Run 1, wires at chosen ports, followed through buffers:
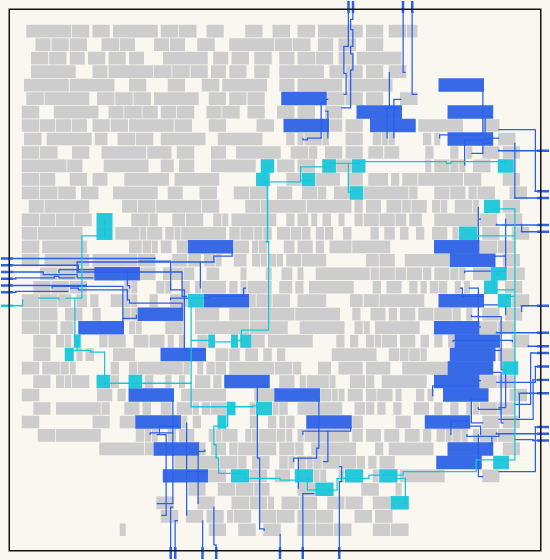
Run 1, sizing map:
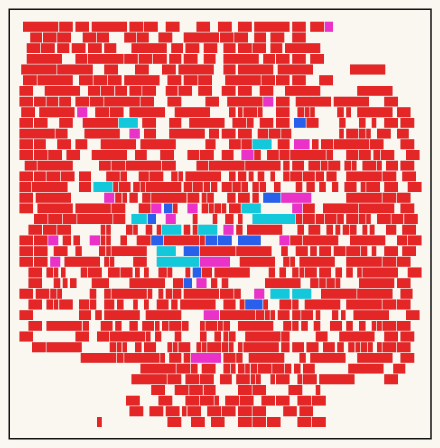
Run 1, routing congestion:
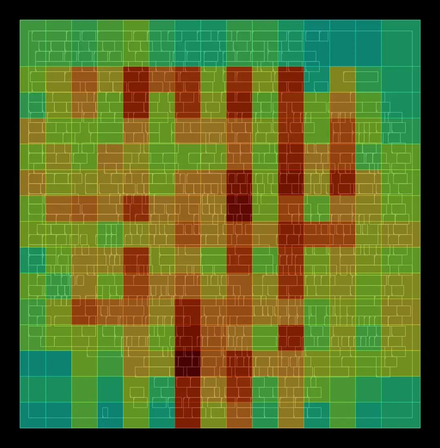
Run 1, signal metal coverage by tile:
Bar = 20 µm. The die is cut into 21 by 22 equal tiles; dark purple is low, yellow is high, scaled to the fullest tile. Values are wire area over tile area, all layers added.
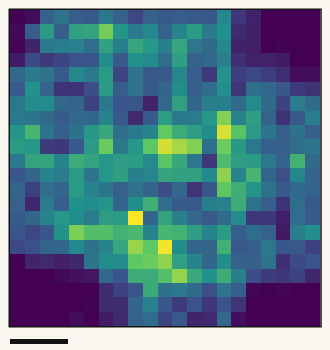
### src/rtl/instruction_fetch.sv
// Instruction fetch stage: registered word-index PC plus IF/ID pipeline register.
// Optional halt-word detection is compiled in with `define IF_HALT_DETECT_EN.
module instruction_fetch #(
  parameter logic [31:0] PC_RESET  = 32'd0,
  parameter logic [31:0] NOP_WORD  = 32'd0
`ifdef IF_HALT_DETECT_EN
  ,
  parameter logic [31:0] HALT_WORD = 32'hFFFF_FFFF
`endif
) (
  input  logic        clk,
  input  logic        rst,
  input  logic        i_stall,
  input  logic        i_branch_taken,
  input  logic [31:0] i_branch_target,
  input  logic        i_jump,
  input  logic [31:0] i_jump_target,
  input  logic [31:0] i_instr,
  output logic [31:0] o_pc,
  output logic [31:0] o_if_id_instr,
  output logic [31:0] o_if_id_pc_next,
  output logic        o_if_id_valid,
  output logic        o_halted
);

  typedef enum logic [1:0] {StPrime, StRun, StHalt} state_e;

  state_e      state_q;
  logic [31:0] pc_q;
  logic [31:0] instr_q;
  logic [31:0] pc_next_q;
  logic        valid_q;

  logic        redirect;
  logic [31:0] redirect_pc;
  logic [31:0] pc_inc;

  // Branch is the older instruction, so it beats a simultaneous jump.
  assign redirect    = i_branch_taken | i_jump;
  assign redirect_pc = i_branch_taken ? i_branch_target : i_jump_target;
  assign pc_inc      = pc_q + 32'd1;

`ifdef IF_HALT_DETECT_EN
  logic halted_q;
`endif

  always_ff @(posedge clk or posedge rst) begin
    if (rst) begin
      state_q   <= StPrime;
      pc_q      <= PC_RESET;
      instr_q   <= NOP_WORD;
      pc_next_q <= 32'd0;
      valid_q   <= 1'b0;
`ifdef IF_HALT_DETECT_EN
      halted_q  <= 1'b0;
`endif
    end else begin
      unique case (state_q)
        // One idle edge lets the memory read PC_RESET before the first latch.
        StPrime: begin
          state_q <= StRun;
          instr_q <= NOP_WORD;
          valid_q <= 1'b0;
        end
        StRun: begin
          if (redirect) begin
            pc_q    <= redirect_pc;
            instr_q <= NOP_WORD;
            valid_q <= 1'b0;
          end else if (!i_stall) begin
            instr_q   <= i_instr;
            pc_next_q <= pc_inc;
            valid_q   <= 1'b1;
`ifdef IF_HALT_DETECT_EN
            if (i_instr == HALT_WORD) begin
              state_q  <= StHalt;
              halted_q <= 1'b1;
            end else begin
              pc_q <= pc_inc;
            end
`else
            pc_q <= pc_inc;
`endif
          end
        end
`ifdef IF_HALT_DETECT_EN
        StHalt: begin
          instr_q <= NOP_WORD;
          valid_q <= 1'b0;
          if (redirect) begin
            pc_q     <= redirect_pc;
            state_q  <= StRun;
            halted_q <= 1'b0;
          end
        end
`endif
        default: state_q <= StPrime;
      endcase
    end
  end

  assign o_pc            = pc_q;
  assign o_if_id_instr   = instr_q;
  assign o_if_id_pc_next = pc_next_q;
  assign o_if_id_valid   = valid_q;
`ifdef IF_HALT_DETECT_EN
  assign o_halted        = halted_q;
`else
  assign o_halted        = 1'b0;
`endif

endmodule

### config.mk
export PLATFORM = sky130hd
export DESIGN_NAME = instruction_fetch
export DESIGN_NICKNAME = d
export VERILOG_FILES = /design/src/rtl/instruction_fetch.sv
export SDC_FILE = /design/constraint.sdc
export NUM_CORES = 1
export LEC_CHECK = 0
export CAP_MARGIN = 15
export CORE_AREA = 2 2 105 107
export CTS_BUF_LIST = sky130_fd_sc_hd__clkbuf_4 sky130_fd_sc_hd__clkbuf_8
export DETAILED_ROUTE_END_ITERATION = 8
export DIE_AREA = 0 0 107 109
export PLACE_DENSITY = 0.86
export SLEW_MARGIN = 10
export SYNTH_ARGS = -nofsm -noshare
export SYNTH_HDL_FRONTEND = slang
export SYNTH_SLANG_ARGS = --single-unit
### constraint.sdc
create_clock -name clk -period 5.3 [get_ports clk]
set_input_delay 1.59 -clock clk [delete_from_list [all_inputs] [get_ports clk]]
set_output_delay 1.59 -clock clk [all_outputs]
set_load 0.01 [all_outputs]
==> impl_metrics.tcl, run 1 <==
# flow metrics
set metrics [dict create \
    ant_nets 0 \
    drive_above_1_share 0.0668 \
    layoutNonFillerInstCount 829 \
    dp_hpwl_mm 11.1 \
    p_leak_nw 2.95 \
    internal_power_mw 1.44 \
    status "complete, no violations" \
    comb_cell_power_uw 557 \
    rsz0062_at_grt "false" \
    clk_latency_ps 360 \
    drtPass1Iterations 6 \
    slew_headroom 0.333 \
    gp_congestion 0.856 \
    warning_count 26 \
    grt_max_degree 84 \
    synthXorXnorAreaFrac 0.0535 \
    crit_type "primary input to register" \
    synthTopLogicFamily "AND-OR/OR-AND gates" \
    diodes 0 \
    ys_top_cells_by_count "98 x dfrtp_1, 64 x o21ai_0, 59 x nand2_1" \
    worstHoldPathType "register to register" \
    clkSinkCount 98 \
    cts-root-buf "clkbuf_8" \
    worstPathCellList "clkdlybuf4s50_1 -> buf_4 -> nor2_1 -> a21boi_2 -> buf_4 -> o21ai_0 -> a22o_1" \
    hold_buffers 0 \
    clockBufferDepth 2 \
    power-top-group "sequential cells" \
    rows 38 \
    p_switching_uw 613 \
    end_kind "register" \
    crit_path_frequent_cell "buf_4" \
    mux_area_frac 0.00407 \
    cts-resized-gates 0 \
    first_global_vias 4767 \
    drc 0 \
    routed_via_density 5.77 \
    ys_async_sr_fraction 1.00 \
    ys.flop_type "dfrtp_1" \
    yosysChipArea_mm2 0.00491 \
    p_per_area_mw_per_mm2 284 \
]
About 'wires at chosen ports, followed through buffers':
[blue] o_if_id_pc_next | bits: 32 | direction: output | end cells: 32 | buffers: 32 | wire: 997 µm
[cyan] i_branch_taken | bits: 1 | direction: input | end cells: 33 | buffers: 2 | wire: 401 µm
I/O pins: 199
port bufs: 197

About 'sizing map':
[red] drive 1 or less | cells: 643 | most used: clkdlybuf4s50_1
[cyan] drive 6 and up | cells: 12 | most used: clkbuf_8
[magenta] drive 3 to 4 | cells: 22 | most used: buf_4
[blue] drive 2 | cells: 12

About 'routing congestion':
grt met2 use: 0.421
Global Route Usage Sum: 0.254
GR Layer Usage met3: 0.0538
WL/cell: 18.2 µm

About 'signal metal coverage by tile':
mean over tiles: 0.21
nearly empty tiles: 11%
fullest tile: 0.61
Total Wirelength: 15.1 mm
via count: 4784

run 1: state kept, by name, indices dropped and copies added (netlist names):
register         flops
o_if_id_valid        1
o_pc                32
o_if_id_instr       32
state_q              1
o_if_id_pc_next     32
run 1: layout make-up:
class                   count  area, µm²
repair buffers            209       2060
inverters                   9       36.3
multi-input cells         357       2300
clock buffers              11        139
fillers                   822       3350
clock inverters             5       87.6
well taps                 140        175
flip-flops and latches     98       2450
run 1: stage by stage:
stage / util / total power [mW] / setup slack [ps] / cell area (µm²) / hold slack (ps)
after detailed placement: 0.662 / 1.53 / 1320 / 7020 / 469
after global placement: 0.662 / 1.51 / 1380 / 7020 / 461
after floorplan: - / 1.18 / 1150 / 4910 / 514
after CTS: 0.684 / 2.07 / 1680 / 7250 / 492
after global routing: 0.684 / 2.15 / 1440 / 7250 / 513
final: 0.684 / 2.06 / 1670 / 7250 / 486
run 1: final timing paths:
| check | from | endpoint | slack [ps] | depth (start not counted) |
|---|---|---|---|---|
| setup / recovery | i_branch_taken | o_pc[19] | 1670 | 7 |
| hold / removal | o_if_id_pc_next[24] | o_if_id_pc_next[24] | 490 | 2 |
| setup reg to reg | o_pc[0] | o_pc[22] | 2990 | 7 |
| hold reg to reg | o_if_id_pc_next[24] | o_if_id_pc_next[24] | 490 | 2 |
| max in group asynchronous | rst | o_if_id_instr[1] | 2690 | 3 |
| min in group asynchronous | rst | o_if_id_instr[17] | 1820 | 2 |
run 1: critical path, delay by kind of cell:
family | cells | cell delay (ps)
compound gates | 3 | 1020
buf+inv | 3 | 1120
simple gates | 1 | 130
run 1: per-layer routing:
metal	wire length (µm)	up-vias	GRT usage	part of all wire
met1	6130	2319	0.331	0.41
li1	-	2203	-	-
met5	0	-	0	0
met3	1110	27	0.0538	0.073
met4	344	0	0.0937	0.023
met2	7500	235	0.421	0.50
==> run 2: changes to the inputs <==
--- a/config.mk
+++ b/config.mk
@@ -6,11 +6,11 @@
 export NUM_CORES = 1
 export LEC_CHECK = 0
 export CAP_MARGIN = 15
-export CORE_AREA = 2 2 105 107
+export CORE_AREA = 2 2 113 115
 export CTS_BUF_LIST = sky130_fd_sc_hd__clkbuf_4 sky130_fd_sc_hd__clkbuf_8
 export DETAILED_ROUTE_END_ITERATION = 8
-export DIE_AREA = 0 0 107 109
-export PLACE_DENSITY = 0.86
+export DIE_AREA = 0 0 115 117
+export PLACE_DENSITY = 0.78
 export SLEW_MARGIN = 10
 export SYNTH_ARGS = -nofsm -noshare
 export SYNTH_HDL_FRONTEND = slang
==> constraint.sdc (replaced) <==
create_clock -name clk -period 3.1 [get_ports clk]
set_input_delay 0.93 -clock clk [delete_from_list [all_inputs] [get_ports clk]]
set_output_delay 0.93 -clock clk [all_outputs]
set_load 0.01 [all_outputs]
==> run 2 against run 1 <==
Effect of this change:
- register-to-register slack worse by 2300 ps
- core utilization down 8.6 points
- sequential power up about 70%
- die area up 15%
- cell count up 1.6%
- critical endpoint is now o_pc[6]
- power up 76%
- worst setup slack worse by 1000 ps
- clock-buffer cell count down 1
- first-iteration DRC count up 1.1%
- routed wire length up 4.8%
- largest cell class unchanged
- clock power up 89%
==> impl_metrics.tcl, run 2 <==
# flow metrics
set metrics [dict create \
    track_usage 0.237 \
    drive_above_1_share 0.0708 \
    yosysChipArea_mm2 0.00491 \
    drtPass1Iterations 5 \
    mux_area_frac 0.00407 \
    final_area_mm2 0.00736 \
    port_buffers 197 \
    crit_buf_inv 1 \
    fin_ws_ps 628 \
    layoutNonFillerInstCount 842 \
    synthXorXnorAreaFrac 0.0535 \
    end_kind "primary output" \
    regArea_mm2 0.00245 \
    p_per_area_mw_per_mm2 493 \
    p_leak_nw 2.99 \
    drc 0 \
    routed_via_density 5.64 \
    ys.flop_type "dfrtp_1" \
    ant_nets 0 \
    num_io_pins 199 \
    met2_usage 0.385 \
    worstHoldPathType "register to register" \
    rows 41 \
    synthTopLogicFamily "AND-OR/OR-AND gates" \
    wl_mm 15.8 \
    cts-root-buf "clkbuf_8" \
    ys_async_sr_fraction 1.00 \
    dp_hpwl_mm 11.4 \
    nFillCells 1048 \
    grt_busiest_layer "met2" \
    vias 4749 \
    clk_latency_ps 370 \
    worstPathCellList "clkdlybuf4s50_1" \
    clockBufferDepth 2 \
    rsz0062_at_grt "false" \
    holdWs_ps 484 \
    grt_max_degree 99 \
    total_power_mw 3.63 \
    ys_top_cells_by_count "98 x dfrtp_1, 64 x o21ai_0, 59 x nand2_1" \
    numCtsBuffers 9 \
    post-place-ws_ps 102 \
    status "complete, no violations" \
    warning_count 26 \
    hold_buffers 0 \
    first_global_vias 4791 \
    diodes 0 \
    fin_util 0.598 \
    gp_congestion 0.874 \
    use_met1 0.310 \
]
## run 2: cell counts after synthesis
No cell type changed its count.
## run 2: cells by family after synthesis
kind of cell             count (synthesis)
AND-OR/OR-AND                          178
AND/OR/NAND/NOR                        144
flip-flops                              98
buffers and inverters                   47
XOR/XNOR                                30
other                                    2
multiplexers                             2
adder cells (fa/ha/maj)                  1
## run 2: path summary, 6_finish.rpt
path	start	end	slack, ps	cells after the start
setup / recovery	o_pc[6]	o_pc[6]	630	1
hold / removal	o_if_id_pc_next[0]	o_if_id_pc_next[0]	480	2
setup reg to reg	o_pc[0]	o_pc[22]	720	7
hold reg to reg	o_if_id_pc_next[0]	o_if_id_pc_next[0]	480	2
max in group asynchronous	rst	o_pc[29]	1630	3
min in group asynchronous	rst	o_if_id_instr[6]	1040	3
## run 2: tightest hold or removal path, delay by kind of cell, from the launching register on
family             cells  cell delay (ps)
DFF                    1              350
and+or+nand+nor        1               50
AOI/OAI and AO/OA      1               60
## run 2: layout make-up
| cell class | count | area share |
|---|---|---|
| Clock buffer | 10 | 0.0187 |
| Inverter | 9 | 0.00510 |
| Sequential cell | 98 | 0.333 |
| Multi-Input combinational cell | 357 | 0.313 |
| Timing Repair Buffer | 212 | 0.290 |
| Tap cell | 150 | 0.0255 |
| Clock inverter | 6 | 0.0151 |
## run 2: power by group
group          leakage [nW]  internal, mW  switching (mW)  total (mW)
Clock                 0.123         0.560           0.473        1.03
Sequential             1.28          1.44           0.184        1.62
Combinational          1.59         0.556           0.416       0.972
## run 2: metal layers
layer	wire length, µm	vias up
li1	-	2215
met1	6490	2286
met2	7830	205
met3	956	43
met4	521	0
met5	0	-
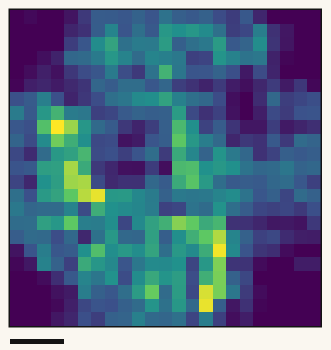
Run 2: signal metal coverage by tile
Bar = 20 µm. The die is cut into 23 by 23 equal tiles; dark purple is low, yellow is high, scaled to the fullest tile. Values are wire area over tile area, all layers added.
mean over tiles: 0.19
nearly empty tiles: 13%
fullest tile: 0.65
tiles over half the peak: 17%

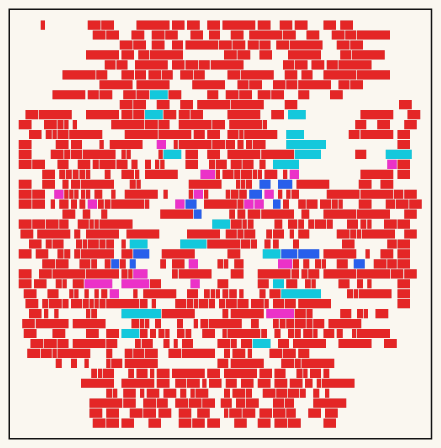
Run 2: sizing map
[cyan] drive 6 and up | cells: 18 | most used: clkbuf_8
[blue] drive 2 | cells: 12
[red] drive 1 or less | cells: 643 | most used: clkdlybuf4s50_1
[magenta] drive 3 to 4 | cells: 19 | most used: buf_4

==> run 3: changes to the inputs <==
==> constraint.sdc (replaced) <==
create_clock -name clk -period 2.2 [get_ports clk]
set_input_delay 0.66 -clock clk [delete_from_list [all_inputs] [get_ports clk]]
set_output_delay 0.66 -clock clk [all_outputs]
set_load 0.01 [all_outputs]
==> run 3 against run 2 <==
Effect of this change:
- power is 35% higher
- clock-buffer cell count shrank 1
- clock skew rose by 4.1 ps
- largest cell class is now non-clock buffers
- largest power group unchanged
- highest routed layer unchanged
==> impl_metrics.tcl, run 3 <==
# flow metrics
set metrics [dict create \
    r2r-start "o_pc[1]" \
    met2_usage 0.392 \
    mux_area_frac 0.00407 \
    port_buffers 197 \
    warning_count 26 \
    first_global_vias 4865 \
    ys_top_cells_by_count "98 x dfrtp_1, 64 x o21ai_0, 59 x nand2_1" \
    gp_congestion 0.882 \
    reg2reg_to "o_pc[30]" \
    total_power_mw 4.90 \
    layoutNonFillerInstCount 885 \
    drive_above_1_share 0.129 \
    worst_pin_slew_ps 700 \
    use_met1 0.323 \
    worstPathCellList "buf_4 -> clkdlybuf4s50_1" \
    p_leak_nw 3.18 \
    skew_ps 13.9 \
    ant_nets 0 \
    ys_async_sr_fraction 1.00 \
    rows 41 \
    p_sw_frac 0.321 \
    numCtsBuffers 9 \
    hold_depth 2 \
    post-place-ws_ps -469 \
    fin_ws_ps 53.1 \
    num_io_pins 199 \
    routed_via_density 5.66 \
    p_clk_frac 0.230 \
    clockBufferDepth 2 \
    diodes 0 \
    nFillCells 1059 \
    worstHoldPathType "register to register" \
    grt_busiest_layer "met2" \
    internal_power_mw 3.33 \
    grt_max_degree 35 \
    min_to "o_if_id_pc_next[29]" \
    synthXorXnorAreaFrac 0.0535 \
    ff2ff_path_depth 7 \
    fin_util 0.623 \
    final_area_mm2 0.00767 \
    status "complete, no violations" \
    combPwrFrac 0.314 \
    p_switching_mw 1.57 \
    synthTopLogicFamily "AND-OR/OR-AND gates" \
    drc 0 \
    clk_latency_ps 380 \
    holdWs_ps 491 \
    simple_gate_share 0.148 \
]
==> run 3: cell types whose count changed in the layout (fill, tap and decap cells not counted), sizes merged <==
cell / change
bufinv: -3
clkbuf: -1
buf: +43
inv: +3
clkinvlp: +1
==> run 3: critical path, delay by kind of cell, from the launching register on <==
family                 cells  cell delay, ps
buffers and inverters      2             690
flip-flops                 1             420
==> run 3: power groups by stage <==
stage                     Combinational, mW  Clock, mW  Sequential, mW
after global placement                 1.50          0            2.25
final                                  1.54       1.13            2.23
after CTS                              1.54       1.15            2.23
after floorplan                       0.466          0            2.37
after detailed placement               1.53          0            2.27
after global routing                   1.66       1.24            2.27
==> run 3: how the worst max path moves through the flow <==
stage                                      to  slack (ps)     from
after floorplan                       o_pc[7]          20   i_jump
after global placement       o_if_id_instr[1]        -410   i_jump
after detailed placement    o_if_id_instr[27]        -470   i_jump
after CTS                             o_pc[8]          40  o_pc[8]
after global routing      o_if_id_pc_next[22]          -2  o_pc[1]
final                                 o_pc[7]          50  o_pc[7]
==> run 3: routing by layer <==
layer	wire, µm	vias up
met2	8230	224
met1	6620	2446
met4	398	0
met3	1080	34
met5	0	-
li1	-	2304
==> run 3: cell type report <==
type	count	area, µm²	area share
Inverter	9	37.5	0.00489
Multi-Input combinational cell	357	2310	0.301
Clock buffer	9	124	0.0162
Clock inverter	7	58.8	0.00767
Tap cell	150	188	0.0245
Sequential cell	98	2450	0.320
Timing Repair Buffer	255	2490	0.325
==> run 3: logic make-up (layout without fill, tap and decap cells) <==
| group | Yosys count | after routing |
|---|---|---|
| and+or+nand+nor | 144 | 144 |
| DFF | 98 | 98 |
| muxes | 2 | 2 |
| adders and majority gates | 1 | 1 |
| AOI/OAI and AO/OA | 178 | 178 |
| buffers and inverters | 47 | 280 |
| xor gates and xnor gates | 30 | 30 |
| other | 2 | 2 |
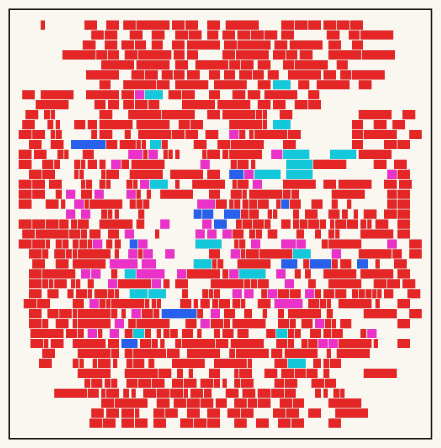
Run 3: sizing map
[magenta] drive 3 to 4 | cells: 62 | most used: buf_4
[cyan] drive 6 and up | cells: 20 | most used: clkbuf_8
[blue] drive 2 | cells: 13 | most used: nor4_2
[red] drive 1 or less | cells: 640 | most used: clkdlybuf4s50_1

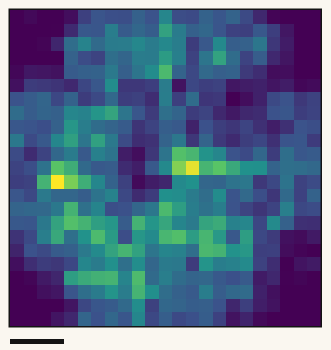
Run 3: signal metal coverage by tile
Bar = 20 µm. The die is cut into 23 by 23 equal tiles; dark purple is low, yellow is high, scaled to the fullest tile. Values are wire area over tile area, all layers added.
nearly empty tiles: 11%
fullest tile: 0.70
mean over tiles: 0.20
tiles over half the peak: 12%
Total Wirelength: 16.3 mm
via count: 5008
WL/cell: 18.5 µm
Global Route Usage Sum: 0.239


==> notes/layouts.md <==
Pictures saved along the way, in no particular order.

Cell classes on the final placement.
Bar = 20 µm.
panel A
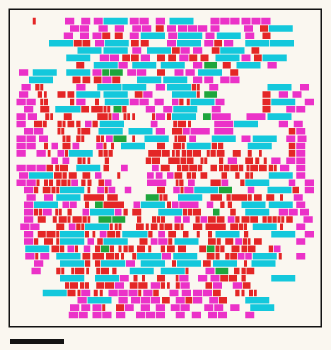
panel B
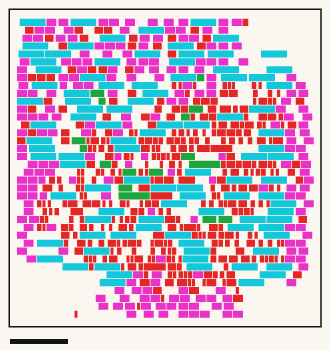
Panel B is run 1.
Panel A is run 3.
The one with the largest die is panel A.

Power and IR drop assume default switching activity.
